--- src/rtl/fwd_hazard_unit_pkg.sv ---
// Shared constants for the forwarding / hazard unit.
// fw_sel encoding and architectural register-index width.
package fwd_hazard_unit_pkg;
  localparam int REG_W            = 5;
  localparam int NREG             = 32;
  localparam int FWSEL_RF         = 0;
  localparam int FWSEL_STAGE_BASE = 1;
endpackage

--- src/rtl/fwd_hazard_unit_sb_entry.sv ---
// One scoreboard entry: busy flag plus remaining-latency count.
// Later issue to the same register overrides an in-progress count.
module sb_entry
  import fwd_hazard_unit_pkg::*;
#(
  parameter int LAT_W = 3
) (
  input  logic             clk,
  input  logic             rstn,
  input  logic             issue,
  input  logic             flush,
  input  logic [LAT_W-1:0] lat,
  output logic             busy,
  output logic [LAT_W-1:0] cnt
);

  logic             r_busy;
  logic [LAT_W-1:0] r_cnt;

  always_ff @(posedge clk or negedge rstn) begin
    if (!rstn) begin
      r_busy <= 1'b0;
      r_cnt  <= '0;
    end else if (flush) begin
      r_busy <= 1'b0;
      r_cnt  <= '0;
    end else if (issue) begin
      r_busy <= 1'b1;
      r_cnt  <= lat;
    end else if (r_cnt != '0) begin
      r_cnt  <= r_cnt - 1'b1;
    end else begin
      r_busy <= 1'b0;
    end
  end

  assign busy = r_busy;
  assign cnt  = r_cnt;

endmodule

--- src/rtl/fwd_hazard_unit.sv ---
// Operand forwarding select and load-use / long-latency stall unit.
// Define HAZ_PERF_EN to add the stall_cycles performance counter.
module fwd_hazard_unit
  import fwd_hazard_unit_pkg::*;
#(
  parameter int NSRC  = 2,
  parameter int NFW   = 2,
  parameter int LAT_W = 3,
  localparam int SELW = $clog2(NFW + 1)
) (
  input  logic                    clk,
  input  logic                    rstn,
  input  logic                    id_valid,
  input  logic [NSRC*REG_W-1:0]   id_rs,
  input  logic [NSRC-1:0]         id_rs_used,
  input  logic [REG_W-1:0]        id_rd,
  input  logic                    id_regwrite,
  input  logic [LAT_W-1:0]        id_lat,
  input  logic                    flush,
  input  logic [NFW*REG_W-1:0]    fw_rd,
  input  logic [NFW-1:0]          fw_we,
  output logic [NSRC*SELW-1:0]    fw_sel,
  output logic                    stall,
  output logic [NREG-1:0]         sb_busy
`ifdef HAZ_PERF_EN
  ,
  output logic [31:0]             stall_cycles
`endif
);

  logic [NREG-1:0]  w_busy;
  logic [LAT_W-1:0] w_cnt [NREG];
  logic             w_issue;
  logic             w_stall;

  assign w_busy[0] = 1'b0;
  assign w_cnt[0]  = '0;

  assign w_issue = id_valid & ~w_stall & ~flush
                 & id_regwrite & (id_rd != '0);

  for (genvar r = 1; r < NREG; r++) begin : g_sb
    sb_entry #(
      .LAT_W (LAT_W)
    ) u_entry (
      .clk   (clk),
      .rstn  (rstn),
      .issue (w_issue && (id_rd == REG_W'(r))),
      .flush (flush),
      .lat   (id_lat),
      .busy  (w_busy[r]),
      .cnt   (w_cnt[r])
    );
  end

  // A busy entry whose count reached 0 is forwardable, so only cnt != 0 stalls.
  always_comb begin
    w_stall = 1'b0;
    for (int i = 0; i < NSRC; i++) begin
      if (id_valid && id_rs_used[i]
          && (id_rs[REG_W*i +: REG_W] != '0)
          && w_busy[id_rs[REG_W*i +: REG_W]]
          && (w_cnt[id_rs[REG_W*i +: REG_W]] != '0))
        w_stall = 1'b1;
    end
  end

  // Scan farthest to nearest so the nearest match is written last.
  always_comb begin
    fw_sel = '0;
    for (int i = 0; i < NSRC; i++) begin
      fw_sel[SELW*i +: SELW] = SELW'(FWSEL_RF);
      for (int k = NFW - 1; k >= 0; k--) begin
        if (fw_we[k] && id_rs_used[i]
            && (fw_rd[REG_W*k +: REG_W] != '0)
            && (fw_rd[REG_W*k +: REG_W] == id_rs[REG_W*i +: REG_W]))
          fw_sel[SELW*i +: SELW] = SELW'(FWSEL_STAGE_BASE + k);
      end
    end
  end

  assign stall   = w_stall;
  assign sb_busy = w_busy;

`ifdef HAZ_PERF_EN
  logic [31:0] r_stall_cycles;

  always_ff @(posedge clk or negedge rstn) begin
    if (!rstn)
      r_stall_cycles <= '0;
    else if (w_stall)
      r_stall_cycles <= r_stall_cycles + 32'd1;
  end

  assign stall_cycles = r_stall_cycles;
`endif

endmodule

--- config.mk ---
export PLATFORM = sky130hd
export DESIGN_NAME = fwd_hazard_unit
export DESIGN_NICKNAME = d
export VERILOG_FILES = /design/src/rtl/fwd_hazard_unit_pkg.sv /design/src/rtl/fwd_hazard_unit_sb_entry.sv /design/src/rtl/fwd_hazard_unit.sv
export SDC_FILE = /design/constraint.sdc
export NUM_CORES = 1
export LEC_CHECK = 0
export CORE_AREA = 2 2 127 129
export CTS_BUF_LIST = sky130_fd_sc_hd__clkbuf_16
export DETAILED_ROUTE_END_ITERATION = 10
export DIE_AREA = 0 0 129 131
export PLACE_DENSITY_LB_ADDON = 0.1
export SLEW_MARGIN = 30
export SYNTH_ARGS = -nofsm -noshare
export SYNTH_HDL_FRONTEND = slang
export SYNTH_HIERARCHICAL = 1
export SYNTH_SLANG_ARGS = --single-unit
--- constraint.sdc ---
create_clock -name clk -period 6.65 [get_ports clk]
set_clock_uncertainty 0.1 [all_clocks]
set_input_delay 1.33 -clock clk [delete_from_list [all_inputs] [get_ports clk]]
set_output_delay 1.33 -clock clk [all_outputs]
set_load 0.005 [all_outputs]
run_1/congestion.png
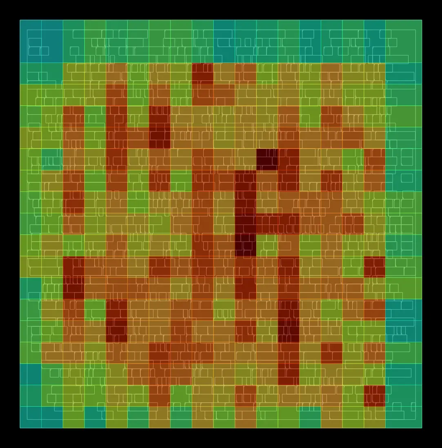
met3 GRT Util: 0.0696
Layout Utilization: 0.727

run_1/layer_met2.png
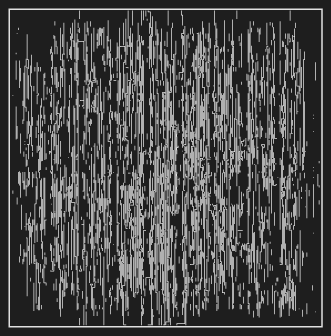
longest straight run: 56.8 µm
wire length on this layer: 12100 µm
main direction: vertical
share of all routed wire: 47%

run_1/cell_density.png
Scale bar: 50 µm. 13 x 13 tiles, from black (low) to pale yellow (high), 0 to 100% covered.
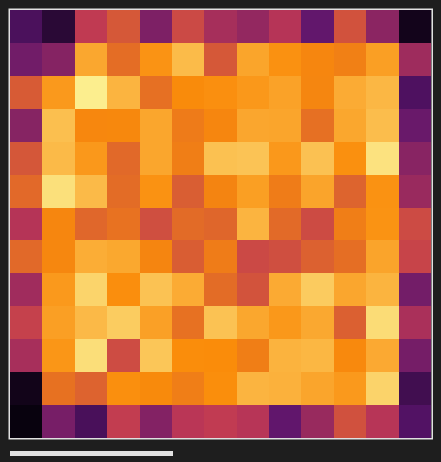
mean over tiles: 66%
fullest tile: 96%
tiles over 75% full: 43%

==> deck_impl_summary.md, run 1 <==
Run Summary

Run status
  – Status: completed

Power
  – Combinational gate power: 1.99 mW
  – Sequential power share: 0.312
  – Power Total: 4.17 mW

STA
  – Setup_tns: 0 ps
  – Post-layout min period: 5770 ps

Layout
  – Final Cell Area: 0.0113 mm²
  – Inverters: 130
  – Total inserted antenna cells: 0
  – Flop Count: 124
  – Logic Gate Count: 723

Logic synthesis
  – Yosys reg bits: 124
  – Post-synth top area share: 0.314
  – Post-synth EDFFs: 0
  – Post-synthesis xor/xnor area fraction: 0.0451

Setup path
  – Crit-path max cell delay: 980 ps
  – WS Path Type: input port to output pin
  – Worst r2r dst: g_sb[4].u_entry/cnt[1]$_DFFE_PN0P_

Global route
  – Initial antenna violation count: 0

Clock tree
  – CTS Root Cell: clkbuf_16

Route
  – Wire length on met1: 11.6 mm
  – Initial DRC count: 729

Place
  – Post-DP HPWL: 17.6 mm
  – Port bufs: 72
## Run 2: what changed since run 1
--- a/config.mk
+++ b/config.mk
@@ -12,3 +12,3 @@
 export PLACE_DENSITY_LB_ADDON = 0.1
-export SLEW_MARGIN = 30
+export SLEW_MARGIN = 20
 export SYNTH_ARGS = -nofsm -noshare
==> constraint.sdc (replaced) <==
create_clock -name clk -period 6.65 [get_ports clk]
set_clock_uncertainty 0.1 [all_clocks]
set_input_delay 0.9975 -clock clk [delete_from_list [all_inputs] [get_ports clk]]
set_output_delay 0.9975 -clock clk [all_outputs]
set_load 0.005 [all_outputs]
run_2/cell_density.png
Scale bar: 50 µm. 13 x 13 tiles, from black (low) to pale yellow (high), 0 to 100% covered.
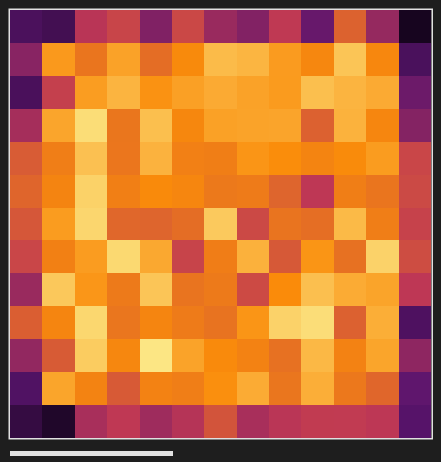
mean over tiles: 66%
fullest tile: 95%
tiles over 75% full: 35%

==> run 2 against run 1 <==
Via count up 0.49%. Critical path depth down 1. Die size unchanged. Core utilization up 0.23 points. Clock power up 9.5%. Combinational power about the same. Highest routed layer unchanged.
==> deck_impl_summary.md, run 2 <==
Run Summary

Logic synthesis
  – Post-synth EDFFs: 0
  – Post-synth top area share: 0.314
  – Post-synthesis xor/xnor area fraction: 0.0451
  – Yosys reg bits: 124

Route
  – Initial DRC count: 671
  – Wire length on met1: 11.5 mm

Layout
  – Flop Count: 124
  – Layout Utilization: 0.729
  – Logic Gate Count: 723
  – Final Cell Area: 0.0114 mm²

Global route
  – Met3 GRT Util: 0.0627
  – Initial antenna violation count: 0

Setup path
  – WS Path Type: input port to output pin
  – Worst r2r dst: g_sb[4].u_entry/cnt[1]$_DFFE_PN0P_
  – Crit-path max cell delay: 1040 ps

Place
  – Post-DP HPWL: 17.1 mm

Power
  – Power Total: 4.23 mW
  – Sequential power share: 0.307
  – Combinational gate power: 1.98 mW

Run status
  – Status: completed

STA
  – Setup_tns: 0 ps

Clock tree
  – CTS Root Cell: clkbuf_16
run_2/layer_met2.png
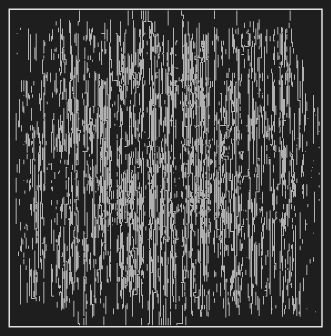
share of all routed wire: 45%
nets with wire on the layer: 981
wire length on this layer: 11600 µm

## Run 3: what changed since run 2
- CORE_AREA: 2 2 127 129 -> 2 2 132 134
- DIE_AREA: 0 0 129 131 -> 0 0 134 136
- clock period: 6.65 -> 5.5 ns (I/O delays scaled with it)
run_3/metal_density.png
Scale bar: 50 µm. 27 x 27 tiles, from black (low) to pale yellow (high), scaled to the fullest tile. Values are wire area over tile area, all layers added.
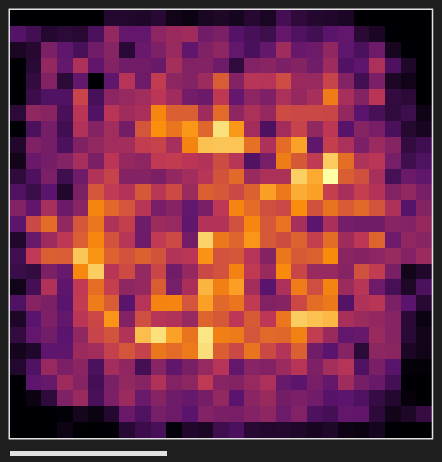
densest ninth of the die: centre
tiles over half the peak: 26%
nearly empty tiles: 6.3%

==> run 3 against run 2 <==
Core utilization fell by 5.6 points. Highest routed layer unchanged. Sequential power rose by about 20%. Global-route usage fell by 2.1 points. Count of clock-buffer cells in the layout did not move. Non-clock buffer count rose by 3.
==> deck_impl_summary.md, run 3 <==
Run Summary

Layout
  – Final Cell Area: 0.0114 mm²
  – Logic Gate Count: 723
  – Inverters: 130
  – Layout Utilization: 0.673
  – Flop Count: 124

Power
  – Combinational gate power: 2.39 mW
  – Power Total: 5.04 mW

Place
  – Port bufs: 72
  – Post-DP HPWL: 17.5 mm

Logic synthesis
  – Post-synthesis xor/xnor area fraction: 0.0451
  – Post-synth top area share: 0.314
  – Yosys reg bits: 124

Setup path
  – Crit-path max cell delay: 820 ps
  – Worst r2r dst: g_sb[4].u_entry/cnt[1]$_DFFE_PN0P_

Global route
  – Met3 GRT Util: 0.0544

STA
  – Post-layout min period: 4700 ps
  – Setup_tns: 0 ps

Run status
  – Status: completed

Route
  – Initial DRC count: 685
  – Wire length on met1: 12.0 mm
run_3/congestion.png
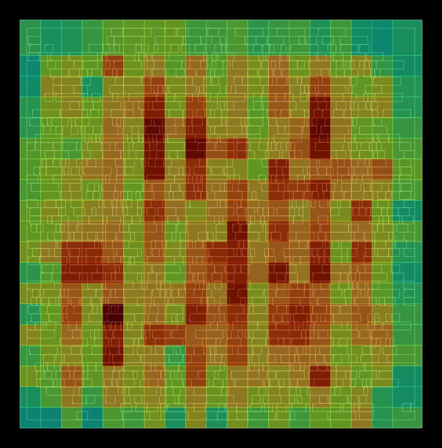
met2 Track Usage GR: 0.479
GRT Util Overall: 0.296

Power and IR drop assume default switching activity.
